==> src/rtl/persiana_pkg.sv <==
// Shared types and helpers for the blind controller blocks: FSM state encoding,
// light-sensor codes and small one-hot utilities used on sensor/command vectors.
package persiana_pkg;

    typedef enum logic [1:0] {
        IDLE      = 2'd0,
        MOVE_UP   = 2'd1,
        MOVE_DOWN = 2'd2,
        FAULT     = 2'd3
    } state_t;

    localparam logic [1:0] LIGHT_OPEN     = 2'b00;
    localparam logic [1:0] LIGHT_MID      = 2'b01;
    localparam int         LIGHT_DARK_BIT = 1;

    // Helpers take a zero-extended vector so one definition serves any N_POS.
    localparam int MAX_VEC_W = 64;

    function automatic logic at_most_one(input logic [MAX_VEC_W-1:0] v);
        return (v & (v - {{(MAX_VEC_W-1){1'b0}}, 1'b1})) == '0;
    endfunction

    function automatic int onehot_idx(input logic [MAX_VEC_W-1:0] v);
        int idx;
        idx = 0;
        for (int i = 0; i < MAX_VEC_W; i++) begin
            if (v[i]) idx = i;
        end
        return idx;
    endfunction

endpackage

==> src/rtl/persiana_ctrl_multipos_if.sv <==
// Board-side bundle of the blind controller: user command, sensors in,
// motor/fault/debug indications out.
interface persiana_ctrl_multipos_if #(
    parameter int N_POS = 3
);
    localparam int POS_W = (N_POS > 1) ? $clog2(N_POS) : 1;

    logic [N_POS:0]   cmd;
    logic [N_POS-1:0] pos_sens;
    logic [1:0]       light;
    logic             up;
    logic             down;
    logic             fault;
    logic             tick;
    logic [POS_W-1:0] pos;

    modport master (
        output cmd, pos_sens, light,
        input  up, down, fault, tick, pos
    );

    modport slave (
        input  cmd, pos_sens, light,
        output up, down, fault, tick, pos
    );
endinterface

==> src/rtl/persiana_tick_gen.sv <==
// Free-running prescaler producing a one-clock enable pulse every
// 2^PRESCALE_W cycles, while the counter is all-ones.
module persiana_tick_gen #(
    parameter int PRESCALE_W = 25
) (
    input  logic clk,
    input  logic rst,
    output logic tick_o
);
    logic [PRESCALE_W-1:0] cnt_q;
    logic [PRESCALE_W-1:0] cnt_d;

    assign cnt_d = cnt_q + 1'b1;

    always_ff @(posedge clk or posedge rst) begin
        if (rst) cnt_q <= '0;
        else     cnt_q <= cnt_d;
    end

    assign tick_o = &cnt_q;
endmodule

==> src/rtl/persiana_ctrl_multipos.sv <==
// Blind controller: drives the motor toward a commanded or light-selected
// position among N_POS sensors, with a move watchdog and latched sensor fault.
module persiana_ctrl_multipos
    import persiana_pkg::*;
#(
    parameter int N_POS         = 3,
    parameter int PRESCALE_W    = 25,
    parameter int TIMEOUT_TICKS = 16
) (
    input  logic                     clk,
    input  logic                     btnC,
    persiana_ctrl_multipos_if.slave  bus
);
    localparam int POS_W = (N_POS > 1) ? $clog2(N_POS) : 1;
    localparam int CNT_W = $clog2(TIMEOUT_TICKS + 1);

    logic             tick;
    state_t           state_q, state_d;
    logic [POS_W-1:0] pos_q, pos_d;
    logic [CNT_W-1:0] cnt_q, cnt_d, cnt_inc;
    logic             up_q, up_d;
    logic             down_q, down_d;
    logic             fault_q, fault_d;
    logic [POS_W-1:0] target;
    logic             sens_one;
    logic             sens_conflict;

    persiana_tick_gen #(.PRESCALE_W(PRESCALE_W)) u_tick (
        .clk    (clk),
        .rst    (btnC),
        .tick_o (tick)
    );

    // An invalid command (none or several bits) holds the current position.
    always_comb begin
        target = pos_q;
        if ((|bus.cmd) && at_most_one(MAX_VEC_W'(bus.cmd))) begin
            if (bus.cmd[N_POS]) begin
                if (bus.light[LIGHT_DARK_BIT])  target = '0;
                else if (bus.light == LIGHT_MID) target = POS_W'(N_POS / 2);
                else                             target = POS_W'(N_POS - 1);
            end else begin
                target = POS_W'(onehot_idx(MAX_VEC_W'(bus.cmd)));
            end
        end
    end

    assign sens_one      = (|bus.pos_sens) && at_most_one(MAX_VEC_W'(bus.pos_sens));
    assign sens_conflict = !at_most_one(MAX_VEC_W'(bus.pos_sens));
    assign cnt_inc       = cnt_q + 1'b1;

    always_comb begin
        state_d = state_q;
        pos_d   = pos_q;
        cnt_d   = cnt_q;
        if (tick) begin
            if (sens_one) pos_d = POS_W'(onehot_idx(MAX_VEC_W'(bus.pos_sens)));
            if (sens_conflict) begin
                state_d = FAULT;
            end else begin
                unique case (state_q)
                    IDLE: begin
                        if (target > pos_q) begin
                            state_d = MOVE_UP;
                            cnt_d   = '0;
                        end else if (target < pos_q) begin
                            state_d = MOVE_DOWN;
                            cnt_d   = '0;
                        end
                    end
                    // Reaching or losing the target outranks the watchdog.
                    MOVE_UP: begin
                        if (bus.pos_sens[target] || (target <= pos_q)) state_d = IDLE;
                        else if (cnt_inc >= CNT_W'(TIMEOUT_TICKS))      state_d = FAULT;
                        else                                            cnt_d   = cnt_inc;
                    end
                    MOVE_DOWN: begin
                        if (bus.pos_sens[target] || (target >= pos_q)) state_d = IDLE;
                        else if (cnt_inc >= CNT_W'(TIMEOUT_TICKS))      state_d = FAULT;
                        else                                            cnt_d   = cnt_inc;
                    end
                    FAULT: state_d = FAULT;
                    default: state_d = FAULT;
                endcase
            end
        end
    end

    assign up_d    = (state_d == MOVE_UP);
    assign down_d  = (state_d == MOVE_DOWN);
    assign fault_d = (state_d == FAULT);

    always_ff @(posedge clk or posedge btnC) begin
        if (btnC) begin
            state_q <= IDLE;
            pos_q   <= '0;
            cnt_q   <= '0;
            up_q    <= 1'b0;
            down_q  <= 1'b0;
            fault_q <= 1'b0;
        end else begin
            state_q <= state_d;
            pos_q   <= pos_d;
            cnt_q   <= cnt_d;
            up_q    <= up_d;
            down_q  <= down_d;
            fault_q <= fault_d;
        end
    end

    assign bus.up    = up_q;
    assign bus.down  = down_q;
    assign bus.fault = fault_q;
    assign bus.tick  = tick;
    assign bus.pos   = pos_q;
endmodule

==> src/flat_wrapper.sv <==
// flat-port wrapper written by rule: the top's interface ports become plain ports
module persiana_ctrl_multipos_flat import persiana_pkg::*;
#(
    parameter int N_POS         = 3,
    parameter int PRESCALE_W    = 25,
    parameter int TIMEOUT_TICKS = 16
)
  (clk, btnC, bus_cmd, bus_pos_sens, bus_light, bus_up, bus_down, bus_fault, bus_tick, bus_pos);
  persiana_ctrl_multipos_if #(.N_POS(N_POS)) bus_i ();
  input  logic clk;
  input  logic btnC;
  input wire logic [$bits(bus_i.cmd)-1:0] bus_cmd;
  input wire logic [$bits(bus_i.pos_sens)-1:0] bus_pos_sens;
  input wire logic [$bits(bus_i.light)-1:0] bus_light;
  output wire logic [$bits(bus_i.up)-1:0] bus_up;
  output wire logic [$bits(bus_i.down)-1:0] bus_down;
  output wire logic [$bits(bus_i.fault)-1:0] bus_fault;
  output wire logic [$bits(bus_i.tick)-1:0] bus_tick;
  output wire logic [$bits(bus_i.pos)-1:0] bus_pos;
  assign bus_i.cmd = bus_cmd;
  assign bus_i.pos_sens = bus_pos_sens;
  assign bus_i.light = bus_light;
  assign bus_up = bus_i.up;
  assign bus_down = bus_i.down;
  assign bus_fault = bus_i.fault;
  assign bus_tick = bus_i.tick;
  assign bus_pos = bus_i.pos;
  persiana_ctrl_multipos #(.N_POS(N_POS), .PRESCALE_W(PRESCALE_W), .TIMEOUT_TICKS(TIMEOUT_TICKS)) u_core (.clk(clk), .btnC(btnC), .bus(bus_i));
endmodule
==> config.mk <==
export PLATFORM = sky130hd
export DESIGN_NAME = persiana_ctrl_multipos_flat
export DESIGN_NICKNAME = d
export VERILOG_FILES = /design/src/rtl/persiana_pkg.sv /design/src/rtl/persiana_ctrl_multipos_if.sv /design/src/rtl/persiana_tick_gen.sv /design/src/rtl/persiana_ctrl_multipos.sv /design/src/flat_wrapper.sv
export SDC_FILE = /design/constraint.sdc
export NUM_CORES = 1
export LEC_CHECK = 0
export CAP_MARGIN = 20
export CORE_MARGIN = 8
export CORE_UTILIZATION = 58
export CTS_CLUSTER_DIAMETER = 150
export CTS_CLUSTER_SIZE = 10
export DETAILED_ROUTE_END_ITERATION = 7
export PLACE_DENSITY = 0.86
export SYNTH_ARGS = -nofsm -noshare
export SYNTH_HDL_FRONTEND = slang
export SYNTH_SLANG_ARGS = --single-unit
==> constraint.sdc <==
create_clock -name clk -period 3.1 [get_ports clk]
set_clock_uncertainty 0.1 [all_clocks]
set_input_delay 0.93 -clock clk [delete_from_list [all_inputs] [get_ports clk]]
set_output_delay 0.93 -clock clk [all_outputs]
set_load 0.05 [all_outputs]
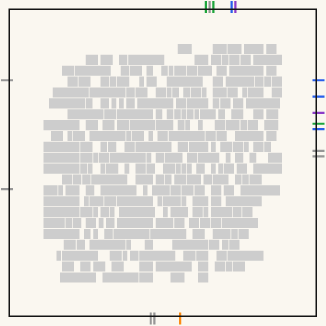
(run_1/io_placement.png)
Scale: 4 px per um. Pins as bars across the die edge, other pins in grey.
| port | colour | pins | direction | edge |
|---|---|---|---|---|
| bus_light | purple | 2 | input | 1 top, 1 right |
| bus_cmd | blue | 4 | input | 3 right, 1 top |
| bus_up | orange | 1 | output | bottom |
| bus_pos_sens | green | 3 | input | 2 top, 1 right |
all pins by edge: 7 right, 5 top, 3 bottom, 2 left

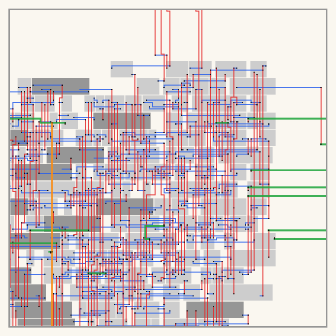
(run_1/detail.png)
Window x 26 to 76, y 26 to 76 um. Cells in grey, sequential cells in the stronger grey; small squares are vias.
| layer | colour |
|---|---|
| metal 1 | blue |
| metal 4 | orange |
| metal 2 | red |
| metal 3 | green |
netlist names of flops here include: u_core.u_tick.cnt_q (6), u_core.bus.pos (2)
sequential cells in the window: 10
most frequent: buf_4 (25), inv_1 (11), dfrtp_1 (10)
cells with their middle in the window: 146

==> notes.org, run 1 <==
* Implementation run

** Status
- Run status :: complete, but fails checks
- Violations in the final reports :: setup timing

** Worst setup path
- Worst flop-to-flop path startpoint :: u_core.bus.pos[1]
- The worst setup path is launched from an input pin.
- End of the critical path :: u_core.cnt_q[0]
- OpenSTA lists the critical path startpoint as bus_cmd[3].
- The worst setup path is of the in2reg kind.
- Kind of end point of the critical path :: flip-flop
- Across all register-to-register paths, the minimum setup slack is roughly 0.46 ns.
- Worst endpoint required time :: 3.23 ns
- In this run the worst path has a maximum fanout of 5.
- Data on the critical path arrives at its endpoint at about 3.6 ns.
- Per the timing report, the most critical flop-to-flop path finishes at u_core.cnt_q[0].

** Finish
- Number of flip-flops and latches :: 37
- Non-Clock Inverter Count :: 16
- Among all cell classes, the greatest summed area belongs to combinational gates.
- Portion of the layout cell area used by non-clock buffers :: ~16%
- Flip-flop and latch share of the layout cell area :: 33.91%
- Multi-input gates account for 44.36% of the area.
- Layout filler cell count :: 249
- In the final layout, clock buffers and inverters account for 1.558% of the cell area.
- 0 antenna diodes ended up in the layout.
- In the layout the commonest cells are dfrtp_1 (37), buf_4 (32), xnor2_1 (18), inv_1 (16), nand2_1 (16).
- Between the synthesized netlist and the finished layout, the area growth was recorded as 29.11%.
- According to the cell report, the number of logic gates is 156.
- Count of non-filler cells in the finished layout :: 312
- The top cell type in the final layout, fill and taps aside, is dfrtp_1.
- Number of nets at the end of the flow :: 284
- Number of buffers outside the clock class in the layout :: about 49
- Logic area :: 1211 um^2

** Global route
- Met1 track utilization from global routing :: 18.20%
- Most Used Layer, Global Route :: met2
- For this run, global-route usage on met3 was measured as 4.953%.
- Entering global routing, the biggest net connects 38 pins.
- Sum of overflow across all layers after global routing :: 0

** Clock tree
- Clock buffers created by TritonCTS :: 5
- Total setup buffers inserted after CTS :: 2
- H-tree Lvls :: 2
- Counting along the longest clock path gives a buffer depth of 2.
- Root Driver :: clkbuf_4
- Number of sinks driven by the clock tree :: 37
- Clock tree from TritonCTS :: built

** Floorplan
- Die x size :: 76.38 um
- Chip footprint :: 5834 um^2
- Tap Cells :: 48
- FP Core Util :: 59.09%
- Measured along the y axis, the die boundary spans 76.38 um.
- The initialized floorplan defines 22 standard-cell rows.

** Logic synthesis
- The synthesized netlist contains 45 unique library cells.
- Top FF cell, synth :: dfrtp_1
- The synthesized netlist devotes 4.734% of its cell area to adder and majority cells.
- Most frequent cells after synthesis :: dfrtp_1 (37), xnor2_1 (18), inv_1 (16), nand2_1 (16), nand3_1 (12)
- Per Yosys stat, the portion of area used by sequential elements is a little over two fifths.
- The synthesized netlist devotes 13.31% of its cell area to compound gates.
- Prevailing logic family in the synthesized netlist :: simple AND/OR/NAND/NOR gates
- Main area contributors :: dfrtp_1 (44%), xnor2_1 (7.5%), ha_1 (4.7%)
- Synthesized netlist cell count :: around 210
- Of the total synthesized cell area, the portion taken by XOR and XNOR cells is 10.77%.
- Of the total synthesized cell area, the portion taken by AND, OR, NAND and NOR gates is 21.24%.
- For this run, asynchronously set or reset flops after synthesis account for 100.0%.
- After synthesis, the largest area contributor takes up around 44% of total cell area.
- Mux frac, synth :: between 1.5 and 2%
- The net count after synthesis is about 230.
- Number of warnings reported in the yosys synthesis log :: 0
- Post-synthesis average cell area :: a little under 10 um^2
- Post-synth tally of flip-flops with integrated enable :: 0
- After synthesis the cells add up to approximately 2100 um^2.
- Synth flops :: 37

** Final timing
- The final timing report gives a worst setup slack of -0.3378 ns.
- The routed design could run at a clock period as short as between 3 and 4 ns.
- Share of the clock period used by the worst path after layout :: 110.9%
- The final layout reports a setup TNS of -2.538 ns.
- Hold violation total from the final report :: 0
- The end-of-flow timing check tallies setup violations at 10.
- Relative max-transition margin :: 59.10%
- Number of pins exceeding their max-slew limit in the final report :: 0

** Power and ir drop
- Per the power-grid run, VDD falls by no more than 0.3190 mV.

** Placed design
- The count of buffers added on input and output ports is 16.
- The wire-length estimate of the detail-placed layout is 3.314 mm.
- RD Place Congestion :: 0.8666
- Total instance count after detailed placement :: 302

** Worst hold path
- End of the worst hold path :: u_core.u_tick.cnt_q[11]

** Route
- Number of detailed-route iterations in the first pass :: 4
- Wire segments on met3 add up to 186 um in the final route.
- Starting DRT DRC Count :: 137
- Dividing the detail-routed wire length by the instance count gives 15.42 um.
- Via density per instance :: 5.712

** Job
- Number of maximum-capacitance constraint violations :: 0
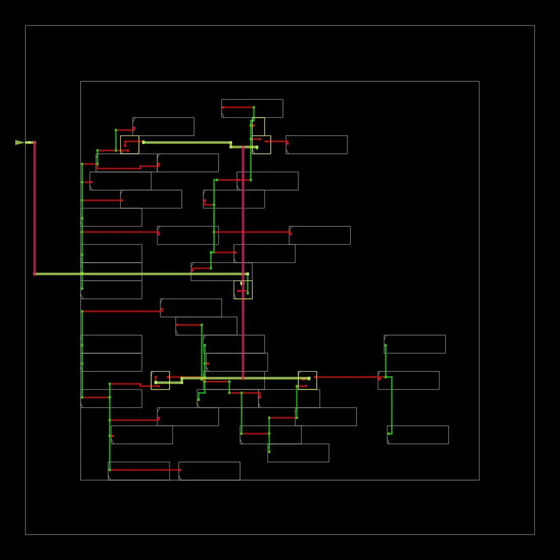
(run_1/clocks.png)
layout clock buffer count: 5
Skew-Pair Late Insertion Delay: 0.33 ns

## run 1: sequential cells by signal, indices dropped and copies added, names as in the netlist
name / count
u_core.bus.down: 1
u_core.bus.fault: 1
u_core.bus.pos: 2
u_core.bus.up: 1
u_core.cnt_q: 5
u_core.state_q: 2
u_core.u_tick.cnt_q: 25
## run 1: report_power, final
group          leakage [nW]  total [mW]  internal [mW]  switching (mW)
sequential            0.471       0.482          0.482  0.000000000272
combinational         0.792       0.105         0.0537          0.0514
clock                0.0269       0.221         0.0787           0.142
## run 1: worst max-delay path, cell delays in order
cell	delay [ns]
buf_12	0.12
xor2_4	0.19
a211oi_4	0.26
mux2i_1	0.27
inv_1	0.07
ha_2	0.18
or4b_4	0.52
a2bb2oi_2	0.16
o21a_1	0.19
or3_4	0.38
mux2_4	0.30
## Run 2: what changed since run 1
- clock period: 3.1 -> 3.57 ns (I/O delays scaled with it)
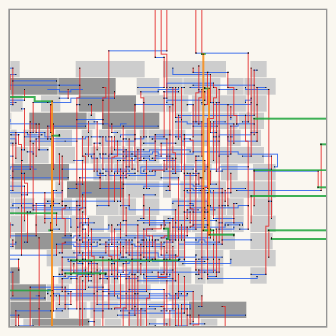
(run_2/detail.png)
Window x 26 to 76, y 26 to 76 um. Cells in grey, sequential cells in the stronger grey; small squares are vias.
| layer | colour |
|---|---|
| metal 4 | orange |
| metal 2 | red |
| metal 1 | blue |
| metal 3 | green |
most frequent: buf_4 (19), dfrtp_1 (11), inv_1 (10)
netlist names of flops here include: u_core.u_tick.cnt_q (8), u_core.bus.pos (2)
cells with their middle in the window: 144
sequential cells in the window: 11

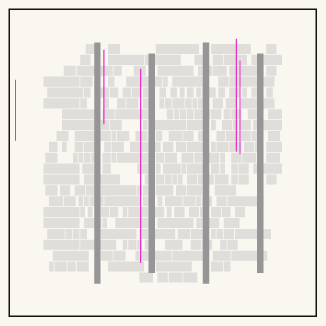
(run_2/layer_met4.png)
Scale: 4 px per um. Supply wires on this layer in grey.
share of all routed wire: 3.1%
nets with wire on the layer: 5

==> run 2 against run 1 <==
Effect of this change:
- the flow still finishes with violations (setup timing)
- wire length fell by 9.8%
- worst hold slack got worse by 0.0034 ns
- area after synthesis did not move
- critical path depth did not move
- final area fell by 2.3%
- worst setup slack improved by 0.30 ns
- sequential cell count did not move
- die area did not move
- critical path type unchanged
- largest power group unchanged
==> notes.org, run 2 <==
* Implementation run

** Status
- Run status :: complete, but fails checks
- Violations in the final reports :: setup timing

** Finish
- The top cell types in the final layout, fill and taps aside, are dfrtp_1 (37), buf_4 (24), xnor2_1 (18), inv_1 (16), nand2_1 (16).
- Clk tree area frac :: 2.720% (+1.2 points)
- Portion of the layout cell area used by non-clock buffers :: 13.79% (-2.0 points)
- The largest registers in the layout are u_core.u_tick.cnt_q x25, u_core.cnt_q x5.
- Largest Register :: u_core.u_tick.cnt_q
- Counting only logic cells after layout, the most numerous master is dfrtp_1.
- The count of sequential standard cells is 37 (unchanged).
- Logic share of the area :: 44.28% (-0.085 points)
- Relative to the synthesized area, the layout overhead comes to 26.15%.
- Layout clock buffer count :: 5 (unchanged)
- The register fraction of the total cell area was 34.71% (+0.80 points).
- The count of non-CTS buffers in the layout came to 41 (-16%).
- Non-Clock Inverter Count :: 16 (unchanged)
- Logic area :: 1181 um^2 (-2.5%)
- Max FFs per register :: 25 (unchanged)
- The number of fill cells in the layout was 252 (+1.2%).
- The final standard cell count with taps included and fillers excluded is 305 (-2.2%).

** Final timing
- Relative max-transition margin :: 66.71% (+7.6 points)
- Hold violation total from the final report :: 0 (unchanged)
- The final tally of setup violations was 1 (-9).
- Summed negative setup slack over all endpoints :: -0.03494 ns (+2.503 ns)
- The worst path setup slack after routing was -0.03494 ns (+0.3029 ns).

** Global route
- The met3 track demand over resource was 4.127% (-0.83 points).
- The met1 track utilization from global routing was 17.41% (-0.79 points).
- The total grt overflow is 0 (unchanged).
- In this run the most used layer during global routing was met2.

** Route
- Wire length per cell :: 14.23 um (-7.8%)
- The mean number of vias per cell came to 5.672 (-0.69%).
- The routed length on met3 came to 155 um (-17%).

** Worst setup path
- The endpoint arrival time on the critical path came to 3.75 ns (+0.18 ns).
- For reference, the critical path is captured by u_core.cnt_q[0].
- Tracing the worst setup path back leads to its startpoint at bus_cmd[3].
- The setup slack of the worst register-to-register path was 0.92 ns (+0.46 ns).
- Capturing point of the worst reg2reg path :: u_core.cnt_q[0]
- The signal on the critical path passes through buf_12, xor2_4, a211oi_4, mux2i_1, inv_1, ha_2, or4b_4, a2bb2oi_2, o21a_1, or3_4, mux2_4.
- The biggest fanout along the worst timing path is 5 (unchanged).
- Cell with the largest stage delay on the worst path :: or4b_4
- The cell count along the critical path came to 11 (unchanged).
- The critical path required time came to 3.71 ns (+0.48 ns).
- CP Launch Type :: input pin
- Critical path type :: in2reg

** Floorplan
- The count of standard-cell rows was 22 (unchanged).
- Chip footprint :: 5834 um^2 (unchanged)
- Die x size :: 76.38 um (unchanged)
- Die span in y :: 76.38 um (unchanged)
- FP Core Util :: 59.09% (unchanged)
- Tap Cells :: 48 (unchanged)

** Logic synthesis
- Share of Yosys cell area claimed by the top area cell type :: 43.79% (unchanged)
- The fraction of synthesis flops using an asynchronous set or reset pin is 100.0% (unchanged).
- Number of nets produced by synthesis :: 233 (unchanged)
- Cell area after synthesis :: 2115 um^2 (unchanged)
- Number of warnings reported in the yosys synthesis log :: 0 (unchanged)
- The number of synthesized flops with an enable pin was 0 (unchanged).
- Main area contributors :: dfrtp_1 (44%), xnor2_1 (7.5%), ha_1 (4.7%)
- Most frequent cells after synthesis :: dfrtp_1 (37), xnor2_1 (18), inv_1 (16), nand2_1 (16), nand3_1 (12)
- Among all flip-flop cells after synthesis, the most frequent one is dfrtp_1.
- The total of flip-flops plus latches after synthesis came to 37 (unchanged).
- Post-synthesis average cell area :: 9.881 um^2 (unchanged)

** Worst hold path
- End of the worst hold path :: u_core.u_tick.cnt_q[20]

** Clock tree
- Worst-case clock buffer depth :: 2 (unchanged)
- Root Driver :: clkbuf_4
- Number of sinks driven by the clock tree :: 37 (unchanged)
- The number of buffers created by CTS came to 5 (unchanged).
- The clock insertion delay at the later pin of the skew report was 0.34 ns (about the same).
- TritonCTS built the clock tree.

** Placed design
- The placer congestion estimate came to 0.8351 (-3.6%).
- The half-perimeter wire length of the detailed placement result is 3.045 mm (-8.1%).
- The cell total after placement came to 296 (-2.0%).
- Count of input and output buffers :: 16 (unchanged)

** Power and ir drop
- Largest voltage drop on the vdd net :: 0.2729 mV (-14%)
-- run 2: cell count changes in the layout (fill, tap and decap cells not counted), sizes merged --
| cell | change |
|---|---|
| buf | -10 |
| bufinv | +1 |
| clkbuf | +1 |
| clkdlybuf4s15 | +1 |
-- run 2: where the power goes --
part / switching (mW) / internal [mW] / total (mW)
clock: 0.133 / 0.143 / 0.275
sequential: 0.000000000228 / 0.419 / 0.419
combinational: 0.0433 / 0.0442 / 0.0875
-- run 2: kinds of logic after synthesis --
family,after synthesis,synth area share (%)
flops,37,43.79
compound gates,38,13.31
simple gates,81,21.24
mux,3,1.657
xor+xnor,26,10.77
fa+ha+maj,8,4.734
buf+inv,21,4.497
-- run 2: timing repair --
action | in CTS | in global routing
gates resized | 23 | 13
setup endpoints to repair | 10 | 7
pin swaps | 3 | 5
buffers inserted | 1 | 1
Power is estimated from default activity; no workload was simulated.
